### src/rtl/ram8_ctrl_if.sv
// Host/RAM-facing bundle for ram8_ctrl: command channel, RAM port and read-return stream.
// master = host + RAM side, slave = controller side.
interface ram8_ctrl_if #(
  parameter int DATA_W = 16,
  parameter int ADDR_W = 3,
  parameter int LEN_W  = 4
);
  logic              cmd_valid;
  logic              cmd_ready;
  logic              cmd_op;
  logic [ADDR_W-1:0] cmd_base;
  logic [LEN_W-1:0]  cmd_len;
  logic [DATA_W-1:0] cmd_data;

  logic              mem_load;
  logic [ADDR_W-1:0] mem_addr;
  logic [DATA_W-1:0] mem_val;
  logic [DATA_W-1:0] mem_out;

  logic              rd_valid;
  logic              rd_ready;
  logic [DATA_W-1:0] rd_data;
  logic              rd_last;

  modport master (
    output cmd_valid, cmd_op, cmd_base, cmd_len, cmd_data, mem_out, rd_ready,
    input  cmd_ready, mem_load, mem_addr, mem_val, rd_valid, rd_data, rd_last
  );

  modport slave (
    input  cmd_valid, cmd_op, cmd_base, cmd_len, cmd_data, mem_out, rd_ready,
    output cmd_ready, mem_load, mem_addr, mem_val, rd_valid, rd_data, rd_last
  );
endinterface

### src/rtl/ram8_ctrl.sv
// FILL/READ block sequencer for the 8x16 registered-output RAM; reads return 1 word per 3 cycles.
// Optional RAM8_CTRL_FILL_INC_EN: FILL writes cmd_data + k instead of a constant value.
module ram8_ctrl #(
  parameter int DATA_W = 16,
  parameter int ADDR_W = 3,
  parameter int LEN_W  = 4
) (
  input  logic         clk,
  input  logic         rst_n,
  ram8_ctrl_if.slave   bus,
  output logic         busy,
  output logic         done
);

  typedef enum logic [2:0] {
    IDLE       = 3'd0,
    WR         = 3'd1,
    RD_ISSUE   = 3'd2,
    RD_CAPTURE = 3'd3,
    RD_HOLD    = 3'd4,
    DONE       = 3'd5
  } state_t;

`ifdef RAM8_CTRL_FILL_INC_EN
  localparam logic [DATA_W-1:0] FILL_STEP = DATA_W'(1);
`else
  localparam logic [DATA_W-1:0] FILL_STEP = '0;
`endif

  state_t            state_q, state_d;
  logic [ADDR_W-1:0] ptr_q, ptr_d;
  logic [LEN_W-1:0]  cnt_q, cnt_d;
  logic              cmd_ready_q, cmd_ready_d;
  logic              mem_load_q, mem_load_d;
  logic [ADDR_W-1:0] mem_addr_q, mem_addr_d;
  logic [DATA_W-1:0] mem_val_q, mem_val_d;
  logic              rd_valid_q, rd_valid_d;
  logic [DATA_W-1:0] rd_data_q, rd_data_d;
  logic              rd_last_q, rd_last_d;
  logic              busy_q, busy_d;
  logic              done_q, done_d;

  always_comb begin
    state_d    = state_q;
    ptr_d      = ptr_q;
    cnt_d      = cnt_q;
    mem_load_d = 1'b0;
    mem_addr_d = mem_addr_q;
    mem_val_d  = mem_val_q;
    rd_valid_d = rd_valid_q;
    rd_data_d  = rd_data_q;
    rd_last_d  = rd_last_q;
    done_d     = 1'b0;

    case (state_q)
      IDLE: begin
        if (bus.cmd_valid) begin
          ptr_d = bus.cmd_base;
          cnt_d = bus.cmd_len;
          if (bus.cmd_len == '0) begin
            state_d = DONE;
            done_d  = 1'b1;
          end else if (bus.cmd_op) begin
            state_d    = RD_ISSUE;
            mem_addr_d = bus.cmd_base;
          end else begin
            state_d    = WR;
            mem_load_d = 1'b1;
            mem_addr_d = bus.cmd_base;
            mem_val_d  = bus.cmd_data;
          end
        end
      end
      WR: begin
        if (cnt_q == LEN_W'(1)) begin
          state_d = DONE;
          done_d  = 1'b1;
        end else begin
          ptr_d      = ptr_q + ADDR_W'(1);
          cnt_d      = cnt_q - LEN_W'(1);
          mem_load_d = 1'b1;
          mem_addr_d = ptr_q + ADDR_W'(1);
          mem_val_d  = mem_val_q + FILL_STEP;
        end
      end
      RD_ISSUE: state_d = RD_CAPTURE;
      // RAM output reflects the address issued one edge earlier
      RD_CAPTURE: begin
        rd_data_d  = bus.mem_out;
        rd_valid_d = 1'b1;
        rd_last_d  = (cnt_q == LEN_W'(1));
        state_d    = RD_HOLD;
      end
      RD_HOLD: begin
        if (bus.rd_ready) begin
          rd_valid_d = 1'b0;
          rd_last_d  = 1'b0;
          if (rd_last_q) begin
            state_d = DONE;
            done_d  = 1'b1;
          end else begin
            ptr_d      = ptr_q + ADDR_W'(1);
            cnt_d      = cnt_q - LEN_W'(1);
            mem_addr_d = ptr_q + ADDR_W'(1);
            state_d    = RD_ISSUE;
          end
        end
      end
      DONE:    state_d = IDLE;
      default: state_d = IDLE;
    endcase

    busy_d      = (state_d != IDLE);
    cmd_ready_d = (state_d == IDLE);
  end

  always_ff @(posedge clk or negedge rst_n) begin
    if (!rst_n) begin
      state_q     <= IDLE;
      ptr_q       <= '0;
      cnt_q       <= '0;
      cmd_ready_q <= 1'b1;
      mem_load_q  <= 1'b0;
      mem_addr_q  <= '0;
      mem_val_q   <= '0;
      rd_valid_q  <= 1'b0;
      rd_data_q   <= '0;
      rd_last_q   <= 1'b0;
      busy_q      <= 1'b0;
      done_q      <= 1'b0;
    end else begin
      state_q     <= state_d;
      ptr_q       <= ptr_d;
      cnt_q       <= cnt_d;
      cmd_ready_q <= cmd_ready_d;
      mem_load_q  <= mem_load_d;
      mem_addr_q  <= mem_addr_d;
      mem_val_q   <= mem_val_d;
      rd_valid_q  <= rd_valid_d;
      rd_data_q   <= rd_data_d;
      rd_last_q   <= rd_last_d;
      busy_q      <= busy_d;
      done_q      <= done_d;
    end
  end

  assign bus.cmd_ready = cmd_ready_q;
  assign bus.mem_load  = mem_load_q;
  assign bus.mem_addr  = mem_addr_q;
  assign bus.mem_val   = mem_val_q;
  assign bus.rd_valid  = rd_valid_q;
  assign bus.rd_data   = rd_data_q;
  assign bus.rd_last   = rd_last_q;
  assign busy          = busy_q;
  assign done          = done_q;

endmodule

### src/flat_wrapper.sv
// flat-port wrapper written by rule: the top's interface ports become plain ports
module ram8_ctrl_flat 
#(
  parameter int DATA_W = 16,
  parameter int ADDR_W = 3,
  parameter int LEN_W  = 4
)
  (clk, rst_n, busy, done, bus_cmd_valid, bus_cmd_op, bus_cmd_base, bus_cmd_len, bus_cmd_data, bus_mem_out, bus_rd_ready, bus_cmd_ready, bus_mem_load, bus_mem_addr, bus_mem_val, bus_rd_valid, bus_rd_data, bus_rd_last);
  ram8_ctrl_if #(.DATA_W(DATA_W), .ADDR_W(ADDR_W), .LEN_W(LEN_W)) bus_i ();
  input  logic clk;
  input  logic rst_n;
  output logic busy;
  output logic done;
  input wire logic [$bits(bus_i.cmd_valid)-1:0] bus_cmd_valid;
  input wire logic [$bits(bus_i.cmd_op)-1:0] bus_cmd_op;
  input wire logic [$bits(bus_i.cmd_base)-1:0] bus_cmd_base;
  input wire logic [$bits(bus_i.cmd_len)-1:0] bus_cmd_len;
  input wire logic [$bits(bus_i.cmd_data)-1:0] bus_cmd_data;
  input wire logic [$bits(bus_i.mem_out)-1:0] bus_mem_out;
  input wire logic [$bits(bus_i.rd_ready)-1:0] bus_rd_ready;
  output wire logic [$bits(bus_i.cmd_ready)-1:0] bus_cmd_ready;
  output wire logic [$bits(bus_i.mem_load)-1:0] bus_mem_load;
  output wire logic [$bits(bus_i.mem_addr)-1:0] bus_mem_addr;
  output wire logic [$bits(bus_i.mem_val)-1:0] bus_mem_val;
  output wire logic [$bits(bus_i.rd_valid)-1:0] bus_rd_valid;
  output wire logic [$bits(bus_i.rd_data)-1:0] bus_rd_data;
  output wire logic [$bits(bus_i.rd_last)-1:0] bus_rd_last;
  assign bus_i.cmd_valid = bus_cmd_valid;
  assign bus_i.cmd_op = bus_cmd_op;
  assign bus_i.cmd_base = bus_cmd_base;
  assign bus_i.cmd_len = bus_cmd_len;
  assign bus_i.cmd_data = bus_cmd_data;
  assign bus_i.mem_out = bus_mem_out;
  assign bus_i.rd_ready = bus_rd_ready;
  assign bus_cmd_ready = bus_i.cmd_ready;
  assign bus_mem_load = bus_i.mem_load;
  assign bus_mem_addr = bus_i.mem_addr;
  assign bus_mem_val = bus_i.mem_val;
  assign bus_rd_valid = bus_i.rd_valid;
  assign bus_rd_data = bus_i.rd_data;
  assign bus_rd_last = bus_i.rd_last;
  ram8_ctrl #(.DATA_W(DATA_W), .ADDR_W(ADDR_W), .LEN_W(LEN_W)) u_core (.clk(clk), .rst_n(rst_n), .bus(bus_i), .busy(busy), .done(done));
endmodule
### config.mk
export PLATFORM = sky130hd
export DESIGN_NAME = ram8_ctrl_flat
export DESIGN_NICKNAME = d
export VERILOG_FILES = /design/src/rtl/ram8_ctrl_if.sv /design/src/rtl/ram8_ctrl.sv /design/src/flat_wrapper.sv
export SDC_FILE = /design/constraint.sdc
export NUM_CORES = 1
export LEC_CHECK = 0
export ABC_CLOCK_PERIOD_IN_PS = 2500
export CELL_PAD_IN_SITES_DETAIL_PLACEMENT = 1
export CELL_PAD_IN_SITES_GLOBAL_PLACEMENT = 1
export CORE_MARGIN = 2
export CORE_UTILIZATION = 35
export DETAILED_ROUTE_END_ITERATION = 7
export HOLD_SLACK_MARGIN = 0.05
export PLACE_DENSITY_LB_ADDON = 0.1
export SLEW_MARGIN = 20
export SYNTH_ARGS = -nofsm -noshare
export SYNTH_HDL_FRONTEND = slang
export SYNTH_SLANG_ARGS = --single-unit
### constraint.sdc
create_clock -name clk -period 2.5 [get_ports clk]
set_clock_uncertainty 0.1 [all_clocks]
set_input_delay 0.625 -clock clk [delete_from_list [all_inputs] [get_ports clk]]
set_output_delay 0.625 -clock clk [all_outputs]
set_load 0.05 [all_outputs]
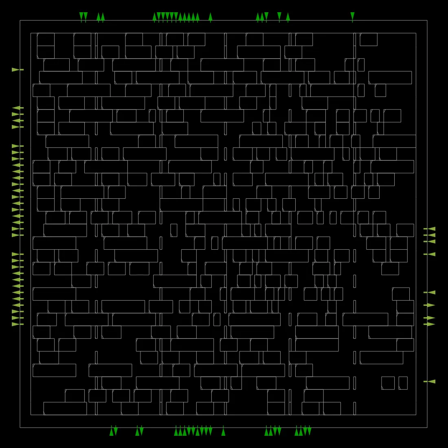
placement.png
Seq cells: 51
core area: 6719 µm²
flop share of the area: 36.28%
Tap Cells: 80

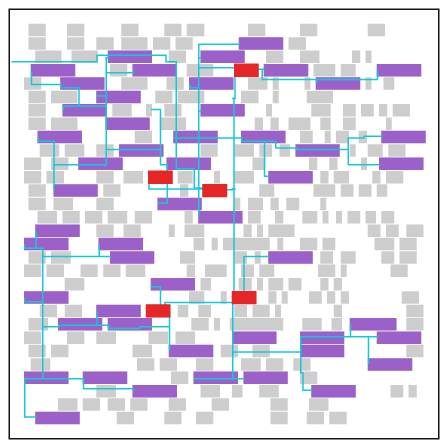
clk_routes.png
- flip-flops: purple (count 51)
- clock wires: cyan (length 654 µm)
- clock drivers: red (count 5)
- routed clock nets: 6
- flops lie: spread over the die
P_clk: 0.558 mW
Clock power frac: 10.3%
clock latency on the worst-skew pair: 0.31 ns

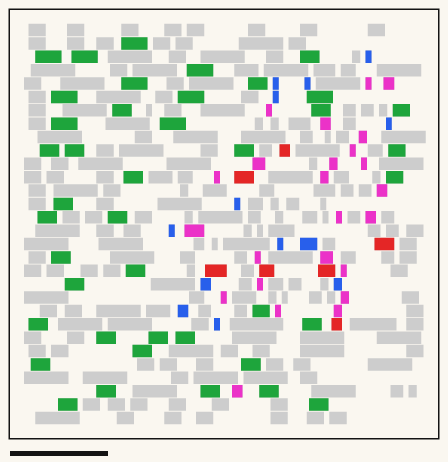
logic_types.png
Bar = 20 µm.
- mux cells: green (cells 41; where spread over the die)
- nand cells: blue (cells 13)
- and/or cells: red (cells 7)
- nor cells: magenta (cells 24)
Comb/total area: 30.17%
Non-Filler Instances: 369
highest-count logic cell in the final layout: clkdlybuf4s50_1

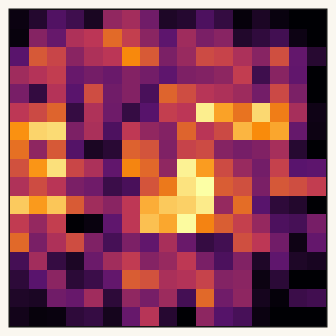
metal_density.png
The die is cut into 17 by 17 equal tiles; black is low, pale yellow is high, scaled to the fullest tile. Values are wire area over tile area, all layers added.
- densest ninth of the die: centre
- mean over tiles: 0.12
- emptiest ninth of the die: south-east
- tiles over half the peak: 29%
Vias: 1860
final WL: 5749 µm
GRT Total Usage: 16.32%
WL/cell: 15.58 µm

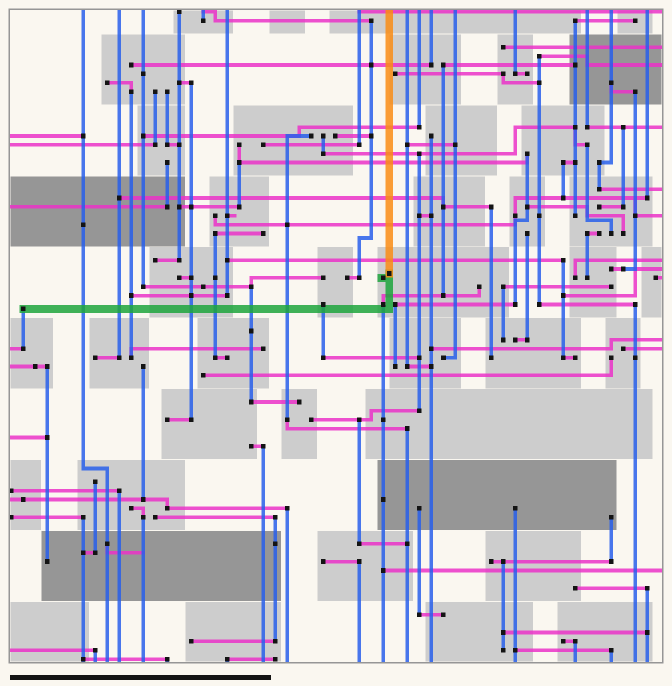
detail.png
Bar = 10 µm. Window x 31 to 56, y 14 to 39 µm. Cells in grey, sequential cells in the stronger grey; small squares are vias.
- metal 1: magenta
- metal 3: green
- metal 4: orange
- metal 2: blue
- netlist names of flops here include: `u_core.bus.rd_data` (2), `u_core.bus.rd_last` (1)
- most frequent: clkdlybuf4s50_1 (6), nor2_1 (4)
- cells with their middle in the window: 34
- sequential cells in the window: 3

==> impl_metrics.py <==
# Metrics from the implementation run
metrics = {
    "worst_setup_path": {
        "crit_fanout": 7,
        "critPathBufInv": 1,
        "critPathKind": "flip-flop to output pin",
        "cp_slowest_stage_delay_ns": 0.85,
        "crit_arrival_ns": 1.62,
        "reg2reg_to": "u_core.ptr_q[1]",
        "worstSetupPathDepth": 1,
        "worst_r2r_startpoint": "u_core.cnt_q[1]",
    },
    "synth": {
        "xor_share_pct": 1.089,
        "fp_nets": 237,
        "aoi_share_pct": 10.47,
        "synth_area_per_cell_um2": 12.70,
        "post-synth-top-area-fraction_pct": 51.84,
        "netlist_instances": 190,
        "ys_sh_mux_pct": 20.48,
        "edf_count": 0,
        "top_cell": "dfrtp_1",
        "async_flop_share_pct": 100.0,
        "simple_gate_area_share_pct": 10.42,
        "ys_warn_count": 0,
        "synthDistinctLibCells": 49,
        "ys_chip_area_um2": 2414,
        "ys_cells": 190,
        "fa_ha_area_share_pct": 1.555,
        "netlist_area_um2": 2414,
    },
    "floorplan": {
        "fp_util_pct": 35.92,
        "dieArea_um2": 7576,
        "die_h_um": 87.04,
    },
    "power_and_ir_drop": {
        "pg_seq_mw": 1.50,
        "ir_worst_vdd_mv": 0.9137,
        "top_power_group": "combinational cells",
        "swShare_pct": 46.19,
        "power_mw": 5.426,
        "p_leak_nw": 1.488,
        "seqPwrFrac_pct": 27.7,
        "comb-power_mw": 3.37,
    },
    "clocking": {
        "cts_made_buffers": 5,
        "clock_sinks": 51,
        "clk_pin_slew_ns": 0.09,
        "cts_tree": "built",
        "htree_levels": 2,
    },
    "detailed_routing": {
        "vias_per_cell": 5.041,
        "ant_nets": 0,
        "firstDrtPassIters": 4,
        "remaining_drc_errors": 0,
    },
    "sta": {
        "slew_headroom_pct": 55.10,
        "finalCritPeriodShare_pct": 93.62,
        "finalMaxSlewViolations": 0,
        "max_slew.worst_pin.slew_ns": 0.6734,
        "fin_crit_ns": 2.341,
        "max_clock_freq_mhz": 427.2,
        "finalHoldViolCount": 0,
    },
    "layout": {
        "nonClockInverterCount": 6,
        "buffer_area_share_pct": 27.15,
        "nFillCells": 711,
        "largest_class": "sequential cells",
        "nets": 336,
        "antenna_cells": 0,
        "regArea_um2": 1277,
        "signal_buffers": 100,
    },
    "hold_path": {
        "hp-class": "input port to async pin",
    },
    "place": {
        "hpwl_um": 4211,
        "io_buffers": 84,
    },
    "outcome": {
        "status": "complete, no violations",
    },
    "grt": {
        "grt_pass1_wl_um": 9694,
    },
}
[metrics by stage]
step	hold WS, ns	instance area [µm²]	util [%]	instances	TNS [ns]
2_1_floorplan	0.2294	2414	-	190	0
3_3_place_gp	0.3713	3418	50.88	362	-0.5974
3_5_place_dp	0.3872	3418	50.88	362	-0.5814
4_1_cts	0.3567	3521	52.40	369	0
5_1_grt	0.3914	3521	52.40	369	0
6_report	0.3272	3521	52.40	369	0
[per-layer routing]
| layer | vias up | global-route usage, % | wire (µm) |
|---|---|---|---|
| met2 | 49 | 25.61 | 2723 |
| met5 | - | 0 | 0 |
| met1 | 931 | 21.71 | 2622 |
| met3 | 3 | 5.118 | 362 |
| met4 | 0 | 4.688 | 40 |
| li1 | 877 | - | - |
Power and IR drop assume default switching activity.
